$ cat config.mk
export PLATFORM = sky130hd
export DESIGN_NAME = reg_bank8x16
export DESIGN_NICKNAME = d
export VERILOG_FILES = /design/src/rtl/reg_bank8x16_pkg.sv /design/src/rtl/reg_bank8x16_reg16.sv /design/src/rtl/reg_bank8x16.sv
export SDC_FILE = /design/constraint.sdc
export NUM_CORES = 1
export LEC_CHECK = 0
export ABC_CLOCK_PERIOD_IN_PS = 8100
export CAP_MARGIN = 20
export CORE_MARGIN = 2
export CORE_UTILIZATION = 25
export CTS_CLUSTER_SIZE = 28
export DETAILED_ROUTE_END_ITERATION = 10
export REMOVE_ABC_BUFFERS = 1
export SETUP_SLACK_MARGIN = 0.02
export SLEW_MARGIN = 40
export SYNTH_ARGS = -nofsm -noshare
export SYNTH_HDL_FRONTEND = slang
export SYNTH_SLANG_ARGS = --single-unit
$ cat constraint.sdc
create_clock -name clk -period 8.1 [get_ports clk]
set_input_delay 1.62 -clock clk [delete_from_list [all_inputs] [get_ports clk]]
set_output_delay 1.62 -clock clk [all_outputs]
set_load 0.01 [all_outputs]
$ cat src/rtl/reg_bank8x16_pkg.sv
// Shared definitions for the 8x16 register bank: sizes, clear-FSM state
// encoding, the write-port payload and the wrapping increment helper.
package reg_bank8x16_pkg;

    localparam int unsigned DATA_W   = 16;
    localparam int unsigned NUM_REGS = 8;
    localparam int unsigned ADDR_W   = 3;

    // Clear engine state encoding
    typedef enum logic {
        ST_IDLE  = 1'b0,
        ST_CLEAR = 1'b1
    } state_e;

    // One write/increment request as seen at the port
    typedef struct packed {
        logic              wr;
        logic              inc;
        logic [ADDR_W-1:0] addr;
        logic [DATA_W-1:0] data;
    } wr_req_t;

    // Increment by one; MSB of the result is the wrap-out carry
    function automatic logic [DATA_W:0] inc_wrap(input logic [DATA_W-1:0] v);
        return {1'b0, v} + (DATA_W+1)'(1);
    endfunction

endpackage

$ cat src/rtl/reg_bank8x16_reg16.sv
// Single DATA_W-bit storage register with synchronous active-low reset and
// load enable.
// Ports: clk, rst_n (sync, active-low), ld (load enable), d (load value),
//        q (stored value).
module reg16
    import reg_bank8x16_pkg::*;
(
    input  logic              clk,
    input  logic              rst_n,
    input  logic              ld,
    input  logic [DATA_W-1:0] d,
    output logic [DATA_W-1:0] q
);

    // Storage: reset wins, then load
    always_ff @(posedge clk) begin
        if (!rst_n) begin
            q <= '0;
        end else if (ld) begin
            q <= d;
        end
    end

endmodule

$ cat src/rtl/reg_bank8x16.sv
// Bank of eight 16-bit registers feeding the downstream 8-way selector.
// One write/increment port guarded by wr_ready, a sequential bulk-clear
// engine (one register per cycle), per-register dirty flags and a one-cycle
// increment-overflow pulse.
// Ports:
//   clk, rst_n        clock, synchronous active-low reset
//   wr_en, inc_en     write / increment-in-place request for wr_addr
//   wr_addr, wr_data  target register and write data
//   wr_ready          combinational: !busy && !clr_req
//   clr_req           start bulk clear (ignored while busy)
//   busy              clear engine active
//   dirty             bit k set when register k modified since reset/clear
//   ovf               pulse after an increment wrapped 16'hFFFF -> 0
//   out1..out8        registers 0..7, straight from the flops
module reg_bank8x16
    import reg_bank8x16_pkg::*;
(
    input  logic                clk,
    input  logic                rst_n,
    input  logic                wr_en,
    input  logic                inc_en,
    input  logic [ADDR_W-1:0]   wr_addr,
    input  logic [DATA_W-1:0]   wr_data,
    output logic                wr_ready,
    input  logic                clr_req,
    output logic                busy,
    output logic [NUM_REGS-1:0] dirty,
    output logic                ovf,
    output logic [DATA_W-1:0]   out1,
    output logic [DATA_W-1:0]   out2,
    output logic [DATA_W-1:0]   out3,
    output logic [DATA_W-1:0]   out4,
    output logic [DATA_W-1:0]   out5,
    output logic [DATA_W-1:0]   out6,
    output logic [DATA_W-1:0]   out7,
    output logic [DATA_W-1:0]   out8
);

    localparam logic [ADDR_W-1:0] LAST_IDX = ADDR_W'(NUM_REGS - 1);

    state_e              state_q, state_d;
    logic [ADDR_W-1:0]   cnt_q, cnt_d;
    logic                busy_q, busy_d;
    logic [NUM_REGS-1:0] dirty_q, dirty_d;
    logic                ovf_q, ovf_d;

    logic [DATA_W-1:0]   reg_q [NUM_REGS];
    logic [DATA_W-1:0]   reg_d [NUM_REGS];
    logic [NUM_REGS-1:0] reg_ld;

    wr_req_t             req;
    logic                accept;
    logic                do_write;
    logic                do_inc;
    logic [DATA_W-1:0]   old_val;
    logic [DATA_W:0]     inc_val;

    // Port payload and handshake
    assign req      = '{wr: wr_en, inc: inc_en, addr: wr_addr, data: wr_data};
    assign wr_ready = !busy_q && !clr_req;
    assign accept   = wr_ready && (req.wr || req.inc);

    // Write has priority over increment
    assign do_write = accept && req.wr;
    assign do_inc   = accept && !req.wr && req.inc;

    // Increment source and wrapped result
    assign old_val  = reg_q[req.addr];
    assign inc_val  = inc_wrap(old_val);

    // Per-register load demux: clear sweep or accepted port operation
    always_comb begin
        reg_ld = '0;
        for (int unsigned k = 0; k < NUM_REGS; k++) begin
            reg_d[k] = '0;
            if (state_q == ST_CLEAR && cnt_q == ADDR_W'(k)) begin
                reg_ld[k] = 1'b1;
                reg_d[k]  = '0;
            end else if ((do_write || do_inc) && req.addr == ADDR_W'(k)) begin
                reg_ld[k] = 1'b1;
                reg_d[k]  = do_write ? req.data : inc_val[DATA_W-1:0];
            end
        end
    end

    // Register storage
    for (genvar g = 0; g < NUM_REGS; g++) begin : g_reg
        reg16 u_reg (
            .clk   (clk),
            .rst_n (rst_n),
            .ld    (reg_ld[g]),
            .d     (reg_d[g]),
            .q     (reg_q[g])
        );
    end

    // Clear FSM, dirty and ovf next-state
    always_comb begin
        state_d = state_q;
        cnt_d   = cnt_q;
        busy_d  = busy_q;
        dirty_d = dirty_q;
        ovf_d   = 1'b0;

        case (state_q)
            ST_IDLE: begin
                if (clr_req) begin
                    state_d = ST_CLEAR;
                    cnt_d   = '0;
                    busy_d  = 1'b1;
                end
            end
            ST_CLEAR: begin
                dirty_d[cnt_q] = 1'b0;
                cnt_d          = cnt_q + ADDR_W'(1);
                if (cnt_q == LAST_IDX) begin
                    state_d = ST_IDLE;
                    cnt_d   = '0;
                    busy_d  = 1'b0;
                end
            end
            default: begin
                state_d = ST_IDLE;
                cnt_d   = '0;
                busy_d  = 1'b0;
            end
        endcase

        // Port operations only happen in IDLE, so they never race the sweep
        if (do_write || do_inc) begin
            dirty_d[req.addr] = 1'b1;
        end
        if (do_inc && inc_val[DATA_W]) begin
            ovf_d = 1'b1;
        end
    end

    // Control state register
    always_ff @(posedge clk) begin
        if (!rst_n) begin
            state_q <= ST_IDLE;
            cnt_q   <= '0;
            busy_q  <= 1'b0;
            dirty_q <= '0;
            ovf_q   <= 1'b0;
        end else begin
            state_q <= state_d;
            cnt_q   <= cnt_d;
            busy_q  <= busy_d;
            dirty_q <= dirty_d;
            ovf_q   <= ovf_d;
        end
    end

    // Outputs
    assign busy  = busy_q;
    assign dirty = dirty_q;
    assign ovf   = ovf_q;
    assign out1  = reg_q[0];
    assign out2  = reg_q[1];
    assign out3  = reg_q[2];
    assign out4  = reg_q[3];
    assign out5  = reg_q[4];
    assign out6  = reg_q[5];
    assign out7  = reg_q[6];
    assign out8  = reg_q[7];

endmodule

Signal metal coverage by tile:
Scale: 2 px per µm. The die is cut into 33 by 33 equal tiles; black is low, pale yellow is high, scaled to the fullest tile. Values are wire area over tile area, all layers added.
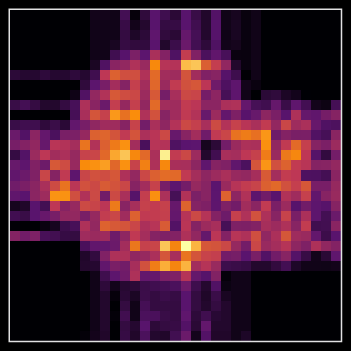
16% of the tiles are over half the peak. 26% of the tiles are nearly empty. The fullest tile reaches 0.58. The mean over all tiles is 0.15.
vias post-DR: 6101
Total Routed Length: 25010 µm

Drive-strength map:
Scale: 3 px per µm.
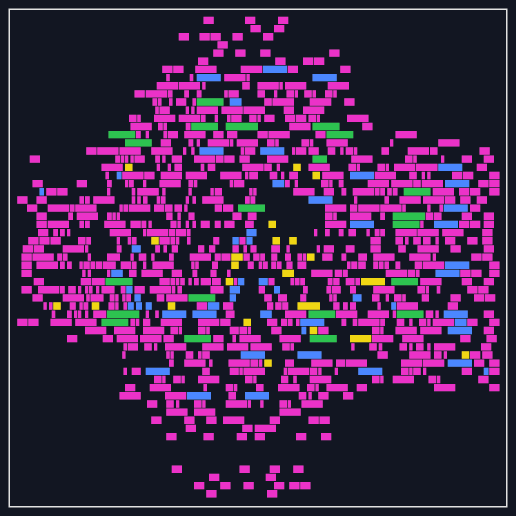
drive 2: shown in blue, cells 52, share 6.0%. drive 1 or less: shown in magenta, cells 770, share 89%. drive 6 and up: shown in green, cells 21, share 2.4%. drive 3 to 4: shown in yellow, cells 22, share 2.5%.

==> summary.txt <==
RSZ-0062 raised after global routing: no
Non-Filler Instances: 1201
GPL Wtd Cong: 0.8475
initial antenna violation count: 1
maxcap violations: 0
# Taps: 335
Top cells by area: dfxtp_1 (44%), mux4_2 (9.0%), a211oi_1 (8.3%), nor2_1 (8.2%), mux2i_1 (4.0%)
M2 GR Usage: 0.2949
Synth top cells by count: dfxtp_1 (142), nor2_1 (142), a211oi_1 (72)
fin area: 9054 µm²
# diodes: 1
initial drt markers: 447
chip height: 165.3 µm
ys cells: 705
routed wl met2: 11840 µm
CTS root buf: clkbuf_16
register area: 2843 µm²
via/cell ratio: 5.080
Multiplexer share: 0.1421
worst setup margin: 2793 ps
Main synth FF type: dfxtp_1
Peak supply drop: 0.1019 mV
asr flop ratio synth: 0
worst hold slack: 471.2 ps
max reg flops: 128
Reg-to-Reg End: g_reg[7].u_reg.q[10]
Clock Latency Late Sink: 420 ps
placed inst area: 8451 µm²
CORE AREA: 25840 µm²
comb area leader: AND-OR/OR-AND gates
M1 wire length: 11050 µm
Non-clock buffers: 173
CTS max path bufs: 2
power per cell area: 187.6 nW/µm²
input/output buffers: 162
H-Tree Depth: 4
run status: finished clean
YS chip area: 6506 µm²
total negative slack: 0 ps
Clock-cell share: 0.06509
worst hold stages: 2
num ports: 163
Synth area leader: dfxtp_1
CTS clk-pin slew, worst paths: 60 ps
Metal 3:
Scale: 3 px per µm.
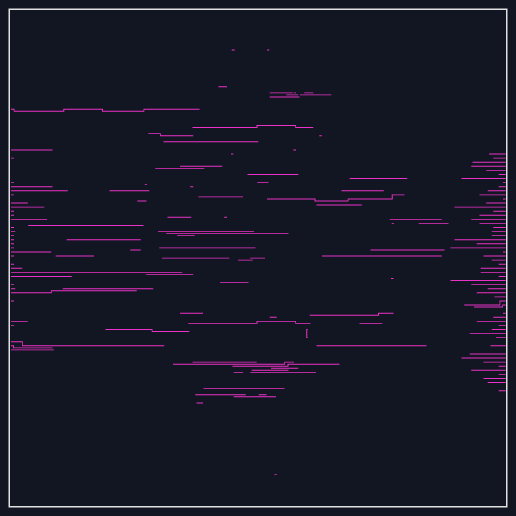
The layer holds 7.2% of the routed length. The longest straight run is 56.8 µm.
GR Util met3: 0.04720

[power groups by stage]
stage                     clock network [mW]  registers, mW  logic, mW
after floorplan                            0          0.745     0.0812
after global placement                     0          0.742      0.178
after detailed placement                   0          0.743      0.179
after CTS                              0.807          0.728      0.180
after global routing                   0.838          0.730      0.193
final                                  0.791          0.728      0.181
[worst max path at each step]
stage | from | endpoint | slack [ps] | cells after the start
after floorplan | clr_req | g_reg[0].u_reg.q[7] | 3960 | 6
after global routing | wr_addr[0] | g_reg[7].u_reg.q[10] | 2520 | 10
after global placement | wr_addr[0] | g_reg[1].u_reg.q[13] | 2530 | 10
after CTS | wr_addr[0] | g_reg[7].u_reg.q[10] | 2850 | 10
final | wr_addr[0] | g_reg[7].u_reg.q[10] | 2790 | 10
after detailed placement | wr_addr[0] | g_reg[2].u_reg.q[13] | 2470 | 10
No activity file was given, so power comes from the tool's default toggle rates.
